Design cpu_param, sky130hd; sources not shown.
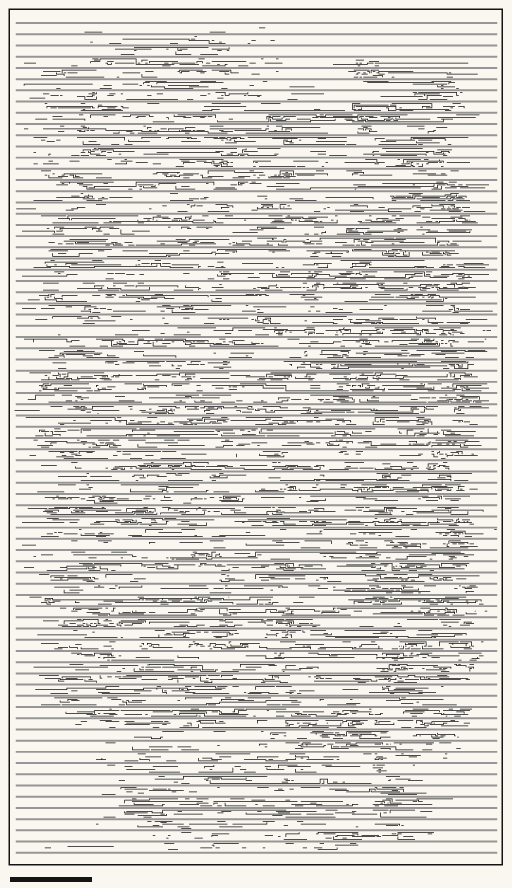
Fig. 1. Signal wires on met1 (run 1).
The bar under the picture is 20 µm long. Supply wires on this layer in grey.
longest straight run: 38.2 µm
main direction: horizontal
share of all routed wire: 36%
wire length on this layer: 12,300 µm
overall routed net length: 34.0 mm
via count: 9,496
met1 layer usage reported by global route: 30.6%

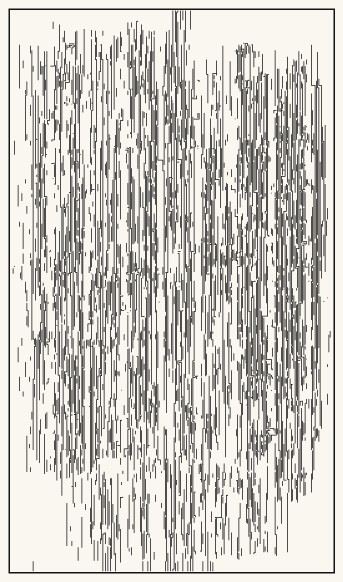
Fig. 2. M2 wires (run 1).
share of all routed wire: 54%
nets with wire on the layer: 1,104
main direction: vertical
longest straight run: 105 µm
wire length on this layer: 18,500 µm
met2 Resource Use GR: 53.4%

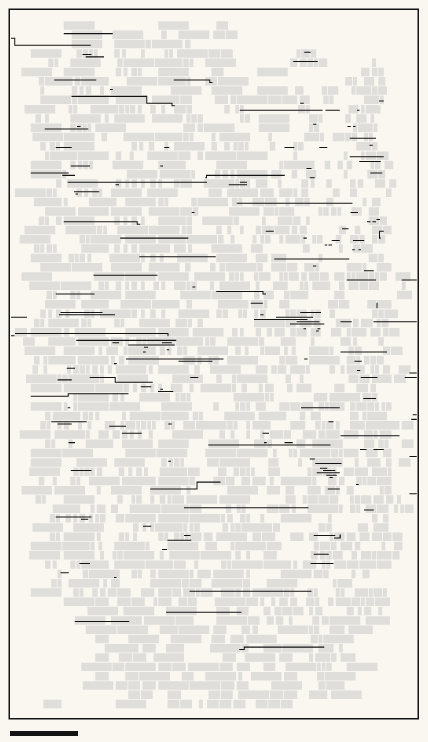
Fig. 3. Signal wires on met3 (run 1).
The bar under the picture is 20 µm long.
longest straight run: 44.6 µm
main direction: horizontal
wire length on this layer: 1,160 µm
met3 track demand over resource in global routing: 3.06%

==> flow_summary.json <==
{
  "outcome": "completed",
  "finalNonFillerCells": 1579,
  "synth.cellmix.simpleShare_pct": 12.7,
  "synth.cell_area_mm2": 0.0120,
  "finalClockPeriodUsage_pct": 69.4,
  "ys_async_sr_fraction_pct": 100,
  "static-leakage-power_nw": 5.91,
  "worst_ep_required_time_ps": 7260,
  "switching_share_pct": 45.3,
  "detailed_place_hpwl_mm": 26.2,
  "drt-wirelength-per-cell_um": 21.5,
  "number_of_antenna_violations_at_the_first_check_in_global_routing": 0,
  "detailedRoute.firstPassIterationCount": 5,
  "endpoint_kind": "register",
  "ys_types": 85,
  "ys_sh_adder_pct": 4.29,
  "path_common_cell": "sky130_fd_sc_hd__buf_6",
  "timing.max_cap.violations": 0,
  "largest_register_ff_count": 128,
  "synth.largest_area_cell": "sky130_fd_sc_hd__dfrtp_1",
  "synthesis_to_layout_area_growth_pct": 13.3,
  "initial_core_util_pct": 51.1,
  "reg2reg_slack_ps": 2080,
  "multi_input_comb_area_mm2": 0.00606,
  "synth.yosys.seq_area_share_pct": 44.5,
  "fp-row-count": 74,
  "critical_path.cell_chain": "buf_4 > buf_6 > buf_6 > mux2i_1 > o21ai_0 > ha_1 > buf_6 > and4_1 > o211a_1 > nor3_2 > mux2i_1 > nor4_2 > o2111ai_1 > nor4b_1 > nand4_1 > o32ai_2",
  "critical-path-slowest-cell": "sky130_fd_sc_hd__o21ai_0",
  "slew-limit-headroom_pct": 37.0,
  "ff2ff_path_depth": 16,
  "top_cells_by_count": "sky130_fd_sc_hd__dfrtp_1, sky130_fd_sc_hd__a21oi_1, sky130_fd_sc_hd__nor2_1, sky130_fd_sc_hd__nand2_1, sky130_fd_sc_hd__o21ai_0",
  "post_synth_main_area_contributors": "sky130_fd_sc_hd__dfrtp_1, sky130_fd_sc_hd__a21oi_1, sky130_fd_sc_hd__mux4_2, sky130_fd_sc_hd__nor2_1, sky130_fd_sc_hd__ha_1",
  "fp_nets": 1262,
  "rsz0062_at_grt": "no",
  "drt_drc_violations_left": 0,
  "clk_root_buffer_cell": "sky130_fd_sc_hd__clkbuf_16",
  "floorplan.die.width_um": 119,
  "power.clock.fraction_pct": 15.5,
  "top_logic_kind": "AND-OR/OR-AND gates",
  "worst-slew-pin-transition_ps": 941,
  "maxSlewViolCount": 0,
  "floorplan.die.height_um": 207,
  "floorplan.io_pins": 41,
  "grt_start_max_net_pins": 92,
  "seq_area_mm2": 0.00536,
  "fraction_of_the_mapped_netlist_area_in_compound_gates_pct": 17.7,
  "ys_cells": 1202,
  "tool_warnings": 47,
  "post_synth.cell_area_avg_um2": 10.0,
  "final-hold-violation-count": 0,
  "cts_tree": "built",
  "fin_total_pwr_mw": 8.34,
  "power_switching_mw": 3.78,
  "cell_count_after_synthesis": 1202,
  "maximum_number_of_buffers_from_clock_root_to_sink": 3,
  "num-nets-final": 1334,
  "place.detailed.instances": 1546,
  "seq_power_mw": 2.19,
  "critical_path_cell_count": 16,
  "clkTransAtPathRegs_ps": 60,
  "power_density_of_the_placed_cells_mw_per_mm2": 612,
  "irDropWorstVdd_v": 0.000279,
  "timing.clock.skew_ps": 14.5,
  "post_route_cells_drive_above_1_share_pct": 13.9,
  "pwr-share-seq_pct": 26.3,
  "worst-path-buf-inv": 4,
  "inserted_clock_buffers": 30,
  "gp_routability_congestion": 0.957,
  "timing.critical_path.fanout_max": 10,
  "htree_num_levels": 1,
  "grt_util_all_layers_pct": 28.6,
  "first_iter_violations": 529,
  "coreArea_mm2": 0.0235,
  "cp_top_family": "simple AND/OR/NAND/NOR gates",
  "edf_count": 0,
  "yosys-stat-area_mm2": 0.0120,
  "cts-hold-fix-buffers": 0,
  "fillCellCount": 2081,
  "design.die.area_mm2": 0.0247,
  "residual_overflow_from_global_routing": 0,
  "critPathMaxStageDelay_ps": 640,
  "route.detailed.vias_per_inst": 6.01
}
[run 1: placed cells by master (no fill, tap or decap), types with 11 or more instances in the layout]
cell type / instances
sky130_fd_sc_hd__dfrtp_1: 214
sky130_fd_sc_hd__inv_1: 41
sky130_fd_sc_hd__mux4_2: 32
sky130_fd_sc_hd__o21ai_0: 86
sky130_fd_sc_hd__buf_2: 11
sky130_fd_sc_hd__clkdlybuf4s50_1: 37
sky130_fd_sc_hd__mux2i_1: 39
sky130_fd_sc_hd__buf_4: 15
sky130_fd_sc_hd__mux2_2: 41
sky130_fd_sc_hd__clkbuf_16: 31
sky130_fd_sc_hd__nand2_1: 103
sky130_fd_sc_hd__ha_1: 38
sky130_fd_sc_hd__nor2_1: 143
sky130_fd_sc_hd__nor3_1: 19
sky130_fd_sc_hd__a21oi_1: 149
sky130_fd_sc_hd__a221oi_1: 11
sky130_fd_sc_hd__xnor2_1: 16
sky130_fd_sc_hd__clkbuf_1: 50
[run 1: final cells by class]
class / instances / share of cell area, %
plain buffers: 86 / 3.32
flip-flops and latches: 214 / 39.3
multi-input cells: 859 / 44.4
well taps: 304 / 2.79
repair buffers: 40 / 3.23
clock buffers: 33 / 5.75
inverters: 43 / 1.18
[run 1: through the flow]
step           hold WS, ps  cell area (µm²)  setup WS, ps  util [%]  TNS, ps
2_1_floorplan          384            12000          3300         -        0
3_3_place_gp           457            12800         -3920      54.4  -830750
3_5_place_dp           469            12800          2120      54.6        0
4_1_cts               8.22            13600          2120      58.0        0
5_1_grt               19.2            13600          1910      58.0        0
6_report              15.5            13600          2080      58.0        0
[run 1: layer usage]
layer / vias up / wire length [µm]
li1: 4421 / -
met3: 101 / 1160
met1: 4732 / 12300
met4: 0 / 2010
met2: 242 / 18500
met5: - / 0
Power figures rest on the tool's default switching activity, not on a simulated workload.
